run_1/final_congestion.png
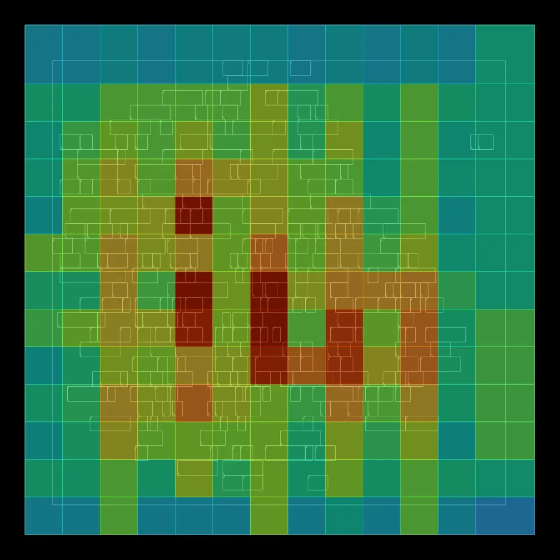
run_1/met1.png
Bar = 20 µm.
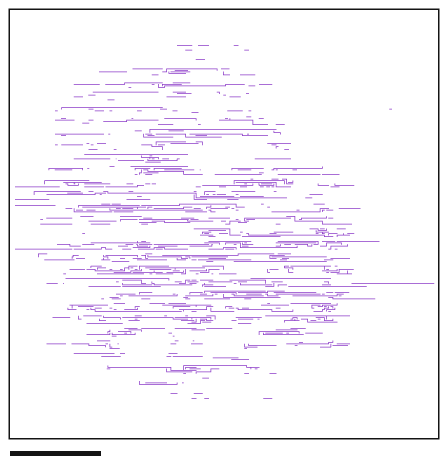
run_1/met2.png
Bar = 20 µm.
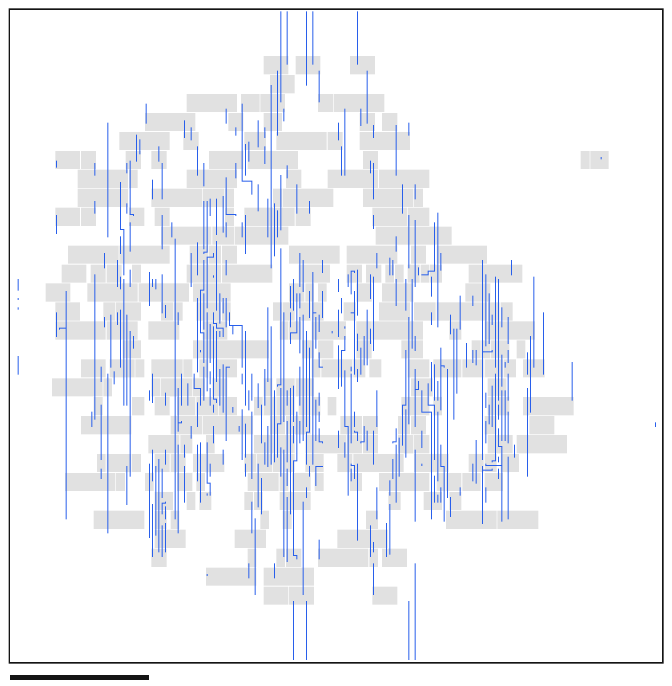
run_1/met3.png
Bar = 20 µm.
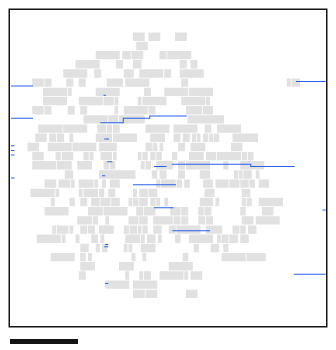
<file path="src/rtl/p405s_timer_rst_seq.sv">
// p405s_timer_rst_seq
// Turns level reset requests from the timer watchdog and from debug into a
// single prioritised, minimum-width, acknowledged reset request toward the
// chip reset logic. It also keeps the type of the most recent reset for the
// debug status register. Only resetCore resets this block. A core reset that
// this block requests does not reset it.
//
// Ports
//   CB               clock
//   resetCore        synchronous active-high reset
//   TIM_wdCoreRst    watchdog core-reset request (level)
//   TIM_wdSysRst     watchdog system-reset request (level)
//   TIM_wdChipRst    watchdog chip-reset request (level)
//   DBG_rstReq       debug request: 00 none, 01 core, 10 chip, 11 system
//   rstAck           acknowledge from the reset logic (level)
//   RST_coreRstReq   core reset request (registered)
//   RST_sysRstReq    system reset request (registered)
//   RST_chipRstReq   chip reset request (registered)
//   RST_mrr          most recent reset type, same code as DBG_rstReq
//   RST_busy         sequencer not idle
//   RST_ackTimeout   sticky: a request was released without an acknowledge
//   dbgState         current sequencer state (0 IDLE, 1 ASSERT, 2 WAIT_ACK, 3 HOLDOFF)
//
// Handshake: a RST_*RstReq output plays the role of "valid". rstAck plays
// the role of "ready". The request stays high for at least HOLD_CYCLES.
// After that it stays high until rstAck is sampled high on a clock edge, or
// until ACK_TIMEOUT cycles pass. The request drops on that same edge.
// rstAck is ignored while the minimum width is still running.
module p405s_timer_rst_seq #(
    parameter int HOLD_CYCLES    = 16,
    parameter int HOLDOFF_CYCLES = 8,
    parameter int ACK_TIMEOUT    = 1024,
    parameter int CNT_W          = 11
) (
    input  logic        CB,
    input  logic        resetCore,
    input  logic        TIM_wdCoreRst,
    input  logic        TIM_wdSysRst,
    input  logic        TIM_wdChipRst,
    input  logic [0:1]  DBG_rstReq,
    input  logic        rstAck,
    output logic        RST_coreRstReq,
    output logic        RST_sysRstReq,
    output logic        RST_chipRstReq,
    output logic [0:2]  RST_mrr,
    output logic        RST_busy,
    output logic        RST_ackTimeout,
    output logic [1:0]  dbgState
);

    typedef enum logic [1:0] {
        IDLE     = 2'd0,
        ASSERT   = 2'd1,
        WAIT_ACK = 2'd2,
        HOLDOFF  = 2'd3
    } seqState_t;

    localparam logic [CNT_W-1:0] HOLD_LOAD    = CNT_W'(HOLD_CYCLES - 1);
    localparam logic [CNT_W-1:0] HOLDOFF_LOAD = CNT_W'(HOLDOFF_CYCLES - 1);
    localparam logic [CNT_W-1:0] ACK_LOAD     = CNT_W'(ACK_TIMEOUT - 1);

    // Rank 1 core, 2 system, 3 chip. The type code is different: chip is 10
    // and system is 11.
    function automatic logic [1:0] rankCode(input logic [1:0] rank);
        case (rank)
            2'd1:    rankCode = 2'b01;
            2'd2:    rankCode = 2'b11;
            2'd3:    rankCode = 2'b10;
            default: rankCode = 2'b00;
        endcase
    endfunction

    function automatic logic [2:0] rankOneHot(input logic [1:0] rank);
        case (rank)
            2'd1:    rankOneHot = 3'b001;
            2'd2:    rankOneHot = 3'b010;
            2'd3:    rankOneHot = 3'b100;
            default: rankOneHot = 3'b000;
        endcase
    endfunction

    // Input stage. Bits [2:0] are TIM core/sys/chip and bits [5:3] are
    // DBG core/sys/chip. The edge register adds one stage, so the total
    // latency from an input change to an asserted output is three edges.
    logic [5:0] reqRaw;
    logic [5:0] reqSample;
    logic [5:0] reqPrev;
    logic [5:0] reqEdge;
    logic [1:0] edgeRank;

    always_comb begin
        reqRaw = {DBG_rstReq == 2'b10, DBG_rstReq == 2'b11, DBG_rstReq == 2'b01,
                  TIM_wdChipRst, TIM_wdSysRst, TIM_wdCoreRst};
    end

    always_ff @(posedge CB) begin
        if (resetCore) begin
            reqSample <= '0;
            reqPrev   <= '0;
            reqEdge   <= '0;
        end else begin
            reqSample <= reqRaw;
            reqPrev   <= reqSample;
            reqEdge   <= reqSample & ~reqPrev;
        end
    end

    // The sources are OR-ed after edge detection. When several edges arrive
    // together, only the highest rank survives.
    always_comb begin
        if (reqEdge[2] | reqEdge[5])      edgeRank = 2'd3;
        else if (reqEdge[1] | reqEdge[4]) edgeRank = 2'd2;
        else if (reqEdge[0] | reqEdge[3]) edgeRank = 2'd1;
        else                              edgeRank = 2'd0;
    end

    // Sequencer
    seqState_t        state, stateN;
    logic [CNT_W-1:0] cnt, cntN;
    logic [1:0]       activeRank, activeN;
    logic [1:0]       pendRank, pendN;
    logic [1:0]       selRank;
    logic [2:0]       reqOut, reqN;
    logic [2:0]       mrr, mrrN;
    logic             busy, busyN;
    logic             ackTo, ackToN;

    always_ff @(posedge CB) begin
        if (resetCore) begin
            state      <= IDLE;
            cnt        <= '0;
            activeRank <= 2'd0;
            pendRank   <= 2'd0;
            reqOut     <= 3'b000;
            mrr        <= 3'b000;
            busy       <= 1'b0;
            ackTo      <= 1'b0;
        end else begin
            state      <= stateN;
            cnt        <= cntN;
            activeRank <= activeN;
            pendRank   <= pendN;
            reqOut     <= reqN;
            mrr        <= mrrN;
            busy       <= busyN;
            ackTo      <= ackToN;
        end
    end

    always_comb begin
        stateN  = state;
        cntN    = (cnt != '0) ? cnt - 1'b1 : cnt;  // saturate at zero
        activeN = activeRank;
        pendN   = pendRank;
        mrrN    = mrr;
        ackToN  = ackTo;
        selRank = (pendRank > edgeRank) ? pendRank : edgeRank;

        case (state)
            IDLE: begin
                if (selRank != 2'd0) begin
                    stateN  = ASSERT;
                    cntN    = HOLD_LOAD;
                    activeN = selRank;
                    mrrN    = {1'b0, rankCode(selRank)};
                    pendN   = 2'd0;
                end
            end
            ASSERT, WAIT_ACK: begin
                // A strictly higher rank takes over at once. This has
                // priority over an acknowledge or timeout on the same edge.
                if (edgeRank > activeRank) begin
                    stateN  = ASSERT;
                    cntN    = HOLD_LOAD;
                    activeN = edgeRank;
                    mrrN    = {1'b0, rankCode(edgeRank)};
                end else if (state == ASSERT) begin
                    if (cnt == '0) begin
                        stateN = WAIT_ACK;
                        cntN   = ACK_LOAD;
                    end
                end else if (rstAck) begin
                    stateN  = HOLDOFF;
                    cntN    = HOLDOFF_LOAD;
                    activeN = 2'd0;
                end else if (cnt == '0) begin
                    stateN  = HOLDOFF;
                    cntN    = HOLDOFF_LOAD;
                    activeN = 2'd0;
                    ackToN  = 1'b1;
                end
            end
            HOLDOFF: begin
                // Edges seen here are kept, including on the exit edge.
                // They are served on the IDLE cycle that follows.
                if (edgeRank > pendRank) pendN = edgeRank;
                if (cnt == '0) stateN = IDLE;
            end
            default: stateN = IDLE;
        endcase

        reqN  = rankOneHot(activeN);
        busyN = (stateN != IDLE);
    end

    assign RST_coreRstReq = reqOut[0];
    assign RST_sysRstReq  = reqOut[1];
    assign RST_chipRstReq = reqOut[2];
    assign RST_mrr        = mrr;
    assign RST_busy       = busy;
    assign RST_ackTimeout = ackTo;
    assign dbgState       = state;

endmodule

</file>
<file path="config.mk">
export PLATFORM = sky130hd
export DESIGN_NAME = p405s_timer_rst_seq
export DESIGN_NICKNAME = d
export VERILOG_FILES = /design/src/rtl/p405s_timer_rst_seq.sv
export SDC_FILE = /design/constraint.sdc
export NUM_CORES = 1
export LEC_CHECK = 0
export CORE_MARGIN = 5
export CORE_UTILIZATION = 30
export CTS_CLUSTER_DIAMETER = 80
export CTS_CLUSTER_SIZE = 12
export DETAILED_ROUTE_END_ITERATION = 8
export GPL_TIMING_DRIVEN = 0
export MAX_ROUTING_LAYER = met4
export PLACE_DENSITY = 0.59
export SLEW_MARGIN = 15
export SYNTH_ARGS = -nofsm -noshare
export SYNTH_HDL_FRONTEND = slang
export SYNTH_SLANG_ARGS = --single-unit
</file>
<file path="constraint.sdc">
create_clock -name CB -period 3.25 [get_ports CB]
set_input_delay 0.65 -clock CB [delete_from_list [all_inputs] [get_ports CB]]
set_output_delay 0.65 -clock CB [all_outputs]
set_load 0.01 [all_outputs]
</file>
==> flow_summary.toml, run 1 <==
# synthesis and place-and-route metrics
[critical_path]
critical-path-top-delay-family = "simple AND/OR/NAND/NOR gates"
critPathCapture = "reqOut[1]"
path_cells = "nor4_4, inv_1, ha_1, nor2b_1, or2_2, nand2_1, o21ai_1, ha_2, and2_1, a41o_1, a211oi_4, and2_1"
crit_buf_inv = 1
crit_required_ns = 3.50
slowest_delay_ns = 0.41
rr_startpoint = "reqEdge[1]"

[synthesis]
top_area_cell = "dfxtp_1"
common_cells = "42 x dfxtp_1, 20 x nor2b_1, 17 x nand2_1"
yosysUniqueCellTypes = 54
synthAoiAreaFrac_pct = 17.5
syn-cell-area_um2 = 2100
synth-simple-area-share_pct = 26.7
ys_seq_share_pct = 40.1
syn_avg_cell_area_um2 = 8.89

[cts]
insertion_delay_ns = 0.30
cts.sink_count = 42

[final_layout]
fill_cells = 715
mostFrequentLayoutCells = "42 x dfxtp_1, 19 x nor2b_1, 17 x nand2_1"
n_all_inverters = 13
n_all_buffers = 25
combGateArea_um2 = 1210
fin_nets = 281
final_cell_count_no_fill = 357

[timing]
rsz0062_at_grt = "no"
fmax_ghz = 0.333
final.setup.worst_slack_ns = 0.243

[detailed_routing]
ant_nets = 0
drc = 0

[run_status]
outcome = "finished clean"

[floorplan]
num_rows = 30
core-area_um2 = 6790
io_pins = 18

[place]
numPortBuffers = 16
place_inst = 348
place_area_um2 = 2380

[min_path]
whs_path_depth = 1

[job]
drv_cap = 0

[global_route]
overflow = 0
grt_start_max_net_pins = 15
grt_pass1_wl_um = 8180
globalRouteTotalUtil_pct = 12.0
-- final_congestion.png (at the start) --
GR Util met1: 15.1%
final core utilization: 37.8%

-- met1.png (at the start) --
main direction	horizontal
nets with wire on the layer	263
via count: 1752
routed wire length: 4760 µm

-- met2.png (at the start) --
main direction	vertical
wire length on this layer	2090 µm
M2 GR Usage: 18.3%

-- met3.png (at the start) --
nets with wire on the layer	13
main direction	horizontal
longest straight run	23.2 µm
share of all routed wire	2.9%
wire length on this layer	135 µm
met3 usage: 2.90%

[run 1: power breakdown]
part           leakage (nW)  internal (mW)  switching (mW)
logic                 0.585          0.393           0.525
clock network        0.0683          0.308           0.195
registers             0.344          0.596          0.0782
[run 1: what timing repair did]
item	in CTS	in global routing
setup endpoints to repair	18	11
pin swaps	0	3
resized	2	7
buffers inserted	0	1
cloned	0	0
[run 1: routing by layer]
metal / global-route usage [%] / wire length [µm] / share of wire (%)
met3: 2.90 / 135 / 2.8
met2: 18.3 / 2090 / 44
met5: - / 0 / 0
met1: 15.1 / 2390 / 50
met4: 5.66 / 141 / 3.0
==> inputs of run 2 (changes only) <==
- CORE_MARGIN: 5 -> default
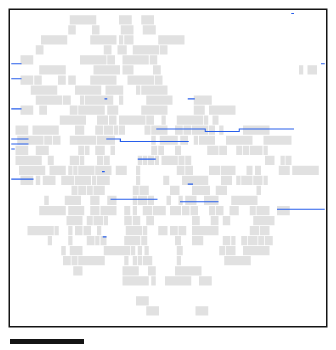
run_2/met3.png
Bar = 20 µm.
main direction	horizontal
share of all routed wire	2.9%
met3 usage: 2.98%
routed wire length: 4510 µm
via count: 1735

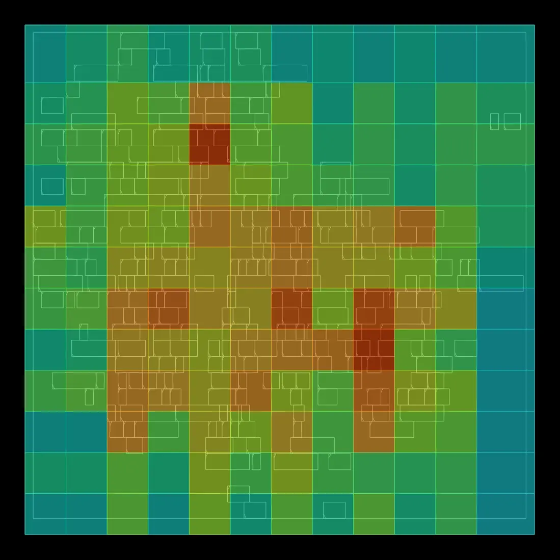
run_2/final_congestion.png
final core utilization: 36.7%
WL/cell: 13.2 µm
GR Util met1: 16.7%
busiest grt layer: met2

==> flow_summary.toml, run 2 <==
# synthesis and place-and-route metrics
[floorplan]
io_pins = 18
core-area_um2 = 6760

[final_layout]
fill_cells = 717

[timing]
final.setup.worst_slack_ns = 0.196
rsz0062_at_grt = "no"

[power_and_ir_drop]
pg_seq_uw = 675
switching_share_pct = 40.7
power.group.top = "combinational cells"
clkPwrFrac_pct = 18.2
combPwrFrac_pct = 46.6

[place]
numPortBuffers = 16
place_inst = 332
place_area_um2 = 2360

[job]
drv_cap = 0

[critical_path]
slowest_delay_ns = 0.37
rr_startpoint = "reqEdge[1]"

[cts]
cts.sink_count = 42

[detailed_routing]
drc = 0

[synthesis]
synth-simple-area-share_pct = 26.7

[run_status]
outcome = "finished clean"

[global_route]
grt_pass1_wl_um = 7530
overflow = 0
globalRouteTotalUtil_pct = 13.3
[run 2: cell types whose count changed in the layout (fill, tap and decap cells not counted), sizes merged]
cell / before / now
bufinv: 2 / 0
buf: 4 / 5
clkinvlp: 0 / 1
inv: 13 / 14
[run 2: final cells by class]
cell class              instances  area share [%]
multi-input cells             173            47.5
flip-flops and latches         42            33.9
repair buffers                 18            7.06
well taps                      80            4.03
clock buffers                   5            2.77
inverters                      13            2.07
plain buffers                   8            1.71
clock inverters                 3            1.01
[run 2: what timing repair did]
action | 4_1_cts | 5_1_grt
setup endpoints to repair | 17 | 16
buffers inserted | 0 | 2
resized | 1 | 1
pin swaps | 0 | 1
gates cloned | 0 | 0
[run 2: routing by layer]
metal  part of all wire (%)  up-vias
li1                       -      883
met1                     49      818
met2                     46       25
met3                    2.8        9
met4                    1.8        0
met5                      0        -
No activity file was given, so power comes from the tool's default toggle rates.
